===== config.mk =====
export PLATFORM = sky130hd
export DESIGN_NAME = avalon_mem_arbiter
export DESIGN_NICKNAME = d
export VERILOG_FILES = /design/src/rtl/avalon_mem_arbiter.sv
export SDC_FILE = /design/constraint.sdc
export NUM_CORES = 1
export LEC_CHECK = 0
export CORE_AREA = 3 3 105 107
export CTS_BUF_LIST = sky130_fd_sc_hd__clkbuf_4 sky130_fd_sc_hd__clkbuf_8
export DETAILED_ROUTE_END_ITERATION = 10
export DIE_AREA = 0 0 108 110
export DONT_BUFFER_PORTS = 1
export PLACE_DENSITY = 0.52
export SYNTH_ARGS = -nofsm -noshare
export SYNTH_HDL_FRONTEND = slang
export SYNTH_SLANG_ARGS = --single-unit

===== constraint.sdc =====
create_clock -name clk -period 2.4 [get_ports clk]
set_input_delay 0.72 -clock clk [delete_from_list [all_inputs] [get_ports clk]]
set_output_delay 0.72 -clock clk [all_outputs]
set_load 0.01 [all_outputs]

===== src/rtl/avalon_mem_arbiter.sv =====
// Two-master Avalon-MM arbiter: instruction (read-only) and data masters share one slave port.
// One transaction at a time through IDLE -> BUS -> ACK; round-robin or fixed data-priority on ties.
module avalon_mem_arbiter #(
   parameter int unsigned PRIORITY_MODE = 0
) (
   input  logic        clk,
   input  logic        reset,
   input  logic [31:0] i_address,
   input  logic        i_read,
   output logic        i_waitrequest,
   output logic [31:0] i_readdata,
   input  logic [31:0] d_address,
   input  logic        d_read,
   input  logic        d_write,
   input  logic [31:0] d_writedata,
   input  logic [3:0]  d_byteenable,
   output logic        d_waitrequest,
   output logic [31:0] d_readdata,
   output logic [31:0] m_address,
   output logic        m_read,
   output logic        m_write,
   output logic [31:0] m_writedata,
   output logic [3:0]  m_byteenable,
   input  logic        m_waitrequest,
   input  logic [31:0] m_readdata
);

   localparam int unsigned AW = 32;
   localparam int unsigned DW = 32;
   localparam int unsigned BW = 4;
   localparam logic GNT_I = 1'b0;
   localparam logic GNT_D = 1'b1;

   typedef enum logic [1:0] {ST_IDLE, ST_BUS, ST_ACK} state_t;

   state_t          r_state,      w_state;
   logic            r_grant,      w_grant;
   logic            r_last_grant, w_last_grant;
   logic            r_is_write,   w_is_write;
   logic [AW-1:0]   r_m_address,  w_m_address;
   logic [DW-1:0]   r_m_writedata, w_m_writedata;
   logic [BW-1:0]   r_m_byteenable, w_m_byteenable;
   logic            r_m_read,     w_m_read;
   logic            r_m_write,    w_m_write;
   logic            r_i_wait,     w_i_wait;
   logic            r_d_wait,     w_d_wait;
   logic            w_d_req;
   logic            w_win_d;

   // State and command registers
   always_ff @(posedge clk) begin
      if (reset) begin
         r_state        <= ST_IDLE;
         r_grant        <= GNT_I;
         r_last_grant   <= GNT_D;
         r_is_write     <= 1'b0;
         r_m_address    <= '0;
         r_m_writedata  <= '0;
         r_m_byteenable <= '0;
         r_m_read       <= 1'b0;
         r_m_write      <= 1'b0;
         r_i_wait       <= 1'b1;
         r_d_wait       <= 1'b1;
      end else begin
         r_state        <= w_state;
         r_grant        <= w_grant;
         r_last_grant   <= w_last_grant;
         r_is_write     <= w_is_write;
         r_m_address    <= w_m_address;
         r_m_writedata  <= w_m_writedata;
         r_m_byteenable <= w_m_byteenable;
         r_m_read       <= w_m_read;
         r_m_write      <= w_m_write;
         r_i_wait       <= w_i_wait;
         r_d_wait       <= w_d_wait;
      end
   end

   assign w_d_req = d_read | d_write;

   // Tie-break: round-robin hands the grant to the master that did not win last time
   always_comb begin
      if (i_read && w_d_req)
         w_win_d = (PRIORITY_MODE == 1) ? 1'b1 : (r_last_grant == GNT_I);
      else
         w_win_d = w_d_req;
   end

   // Next-state and next-output logic
   always_comb begin
      w_state        = r_state;
      w_grant        = r_grant;
      w_last_grant   = r_last_grant;
      w_is_write     = r_is_write;
      w_m_address    = r_m_address;
      w_m_writedata  = r_m_writedata;
      w_m_byteenable = r_m_byteenable;
      w_m_read       = r_m_read;
      w_m_write      = r_m_write;
      w_i_wait       = 1'b1;
      w_d_wait       = 1'b1;
      case (r_state)
         ST_IDLE: begin
            if (i_read || w_d_req) begin
               w_state      = ST_BUS;
               w_grant      = w_win_d ? GNT_D : GNT_I;
               w_last_grant = w_win_d ? GNT_D : GNT_I;
               if (w_win_d) begin
                  // Simultaneous read+write resolves to a write
                  w_is_write     = d_write;
                  w_m_address    = d_address;
                  w_m_writedata  = d_writedata;
                  w_m_byteenable = d_write ? d_byteenable : BW'(4'hF);
                  w_m_read       = ~d_write;
                  w_m_write      = d_write;
               end else begin
                  w_is_write     = 1'b0;
                  w_m_address    = i_address;
                  w_m_writedata  = '0;
                  w_m_byteenable = BW'(4'hF);
                  w_m_read       = 1'b1;
                  w_m_write      = 1'b0;
               end
            end
         end
         ST_BUS: begin
            if (!m_waitrequest) begin
               w_state   = ST_ACK;
               w_m_read  = 1'b0;
               w_m_write = 1'b0;
               w_i_wait  = (r_grant != GNT_I);
               w_d_wait  = (r_grant != GNT_D);
            end
         end
         ST_ACK: begin
            w_state = ST_IDLE;
         end
         default: begin
            w_state = ST_IDLE;
         end
      endcase
   end

   assign i_waitrequest = r_i_wait;
   assign d_waitrequest = r_d_wait;
   assign m_address     = r_m_address;
   assign m_read        = r_m_read;
   assign m_write       = r_m_write;
   assign m_writedata   = r_m_writedata;
   assign m_byteenable  = r_m_byteenable;

   // Slave read data is forwarded straight through during the granted master's ACK
   assign i_readdata = (r_state == ST_ACK && r_grant == GNT_I) ? m_readdata : '0;
   assign d_readdata = (r_state == ST_ACK && r_grant == GNT_D && !r_is_write) ? m_readdata : '0;

endmodule


==> reports/qor.txt <==
RSZ-0062 raised after global routing - false
most instantiated library cell after synthesis - dfxtp_1
clk slew on worst S/H paths - 90 ps
TritonCTS Sinks - 77
Ports - 274
Seq/Total Area, Yosys - 0.417
Pwr Density - 792 nW/um^2
Signal buf overhead - 0.0251
largest net degree at the start of global routing - 73
P_sw - 0.956 mW
syn_area_per_cell - 8.22 sq um
Final Hold Viols - 0
Min Clock Period, post-route - 2240 ps
CP required - 1680 ps
switch share - 0.303
antenna violations before repair - 0
Top pwr grp - registers
Hold Crit Class - in -> reg
Die W - 108 um
Root Buffer - clkbuf_8
H-tree depth - 3
DRT Wirelength - 11,600 um
# setup viols final - 0
Inst Count DP - 547
Initial DRT Pass Iterations - 7
Int Pwr - 2.20 mW
CTS buffer count - 9
outcome - completed
CTS tree - done
family with the most delay on the worst path - simple AND/OR/NAND/NOR gates
Pwr Total - 3.16 mW
syn_nets - 588
via count - 3,288
crit path kind - reg -> out
clock share of power - 0.358
mux share - 0
## layout by cell type (no fill, tap or decap), drive strengths merged, types with 3 or more instances in the layout
cell type,netlist,routed
a21oi,69,69
a311oi,32,32
and2,64,64
buf,22,10
clkbuf,27,10
dfxtp,77,77
inv,1,3
nand2,67,67
nand3,3,3
nand4,32,32
nor2,3,3
o21ai,35,35
o221a,4,4
## per-stage QoR
stage,utilization,setup slack [ps],hold slack (ps)
finish,0.390,164,427
global route,0.390,39.6,393
CTS,0.389,42.7,408
detailed placement,0.367,436,472
global placement,0.367,472,462
floorplan,-,581,385
## metal layers
metal  vias up  global-route usage  wire (um)
li1       1553                   -          -
met1      1540               0.223       4780
met2       182               0.281       5340
met3        13              0.0734       1310
met4         0              0.0577        152
met5         -                   0          0
==> images/m4.png <==
Scale: 3 px per um.
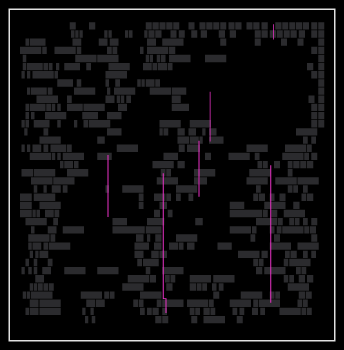
share of all routed wire: 1.3%
wire length on this layer: 153 um

==> images/congestion_map.png <==
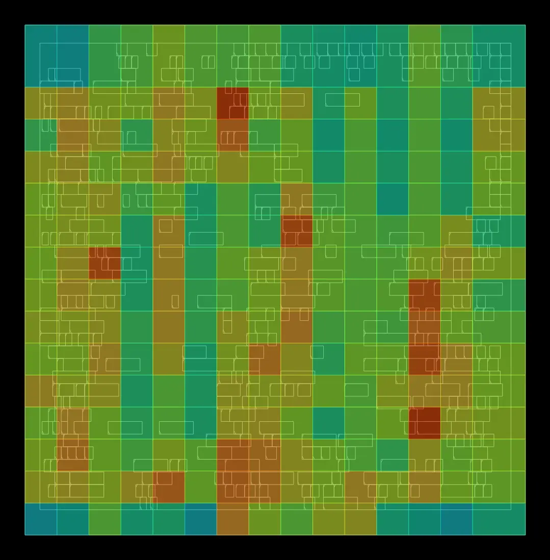
met2 usage: 0.281
M1 GR Usage: 0.223

Power figures rest on the tool's default switching activity, not on a simulated workload.
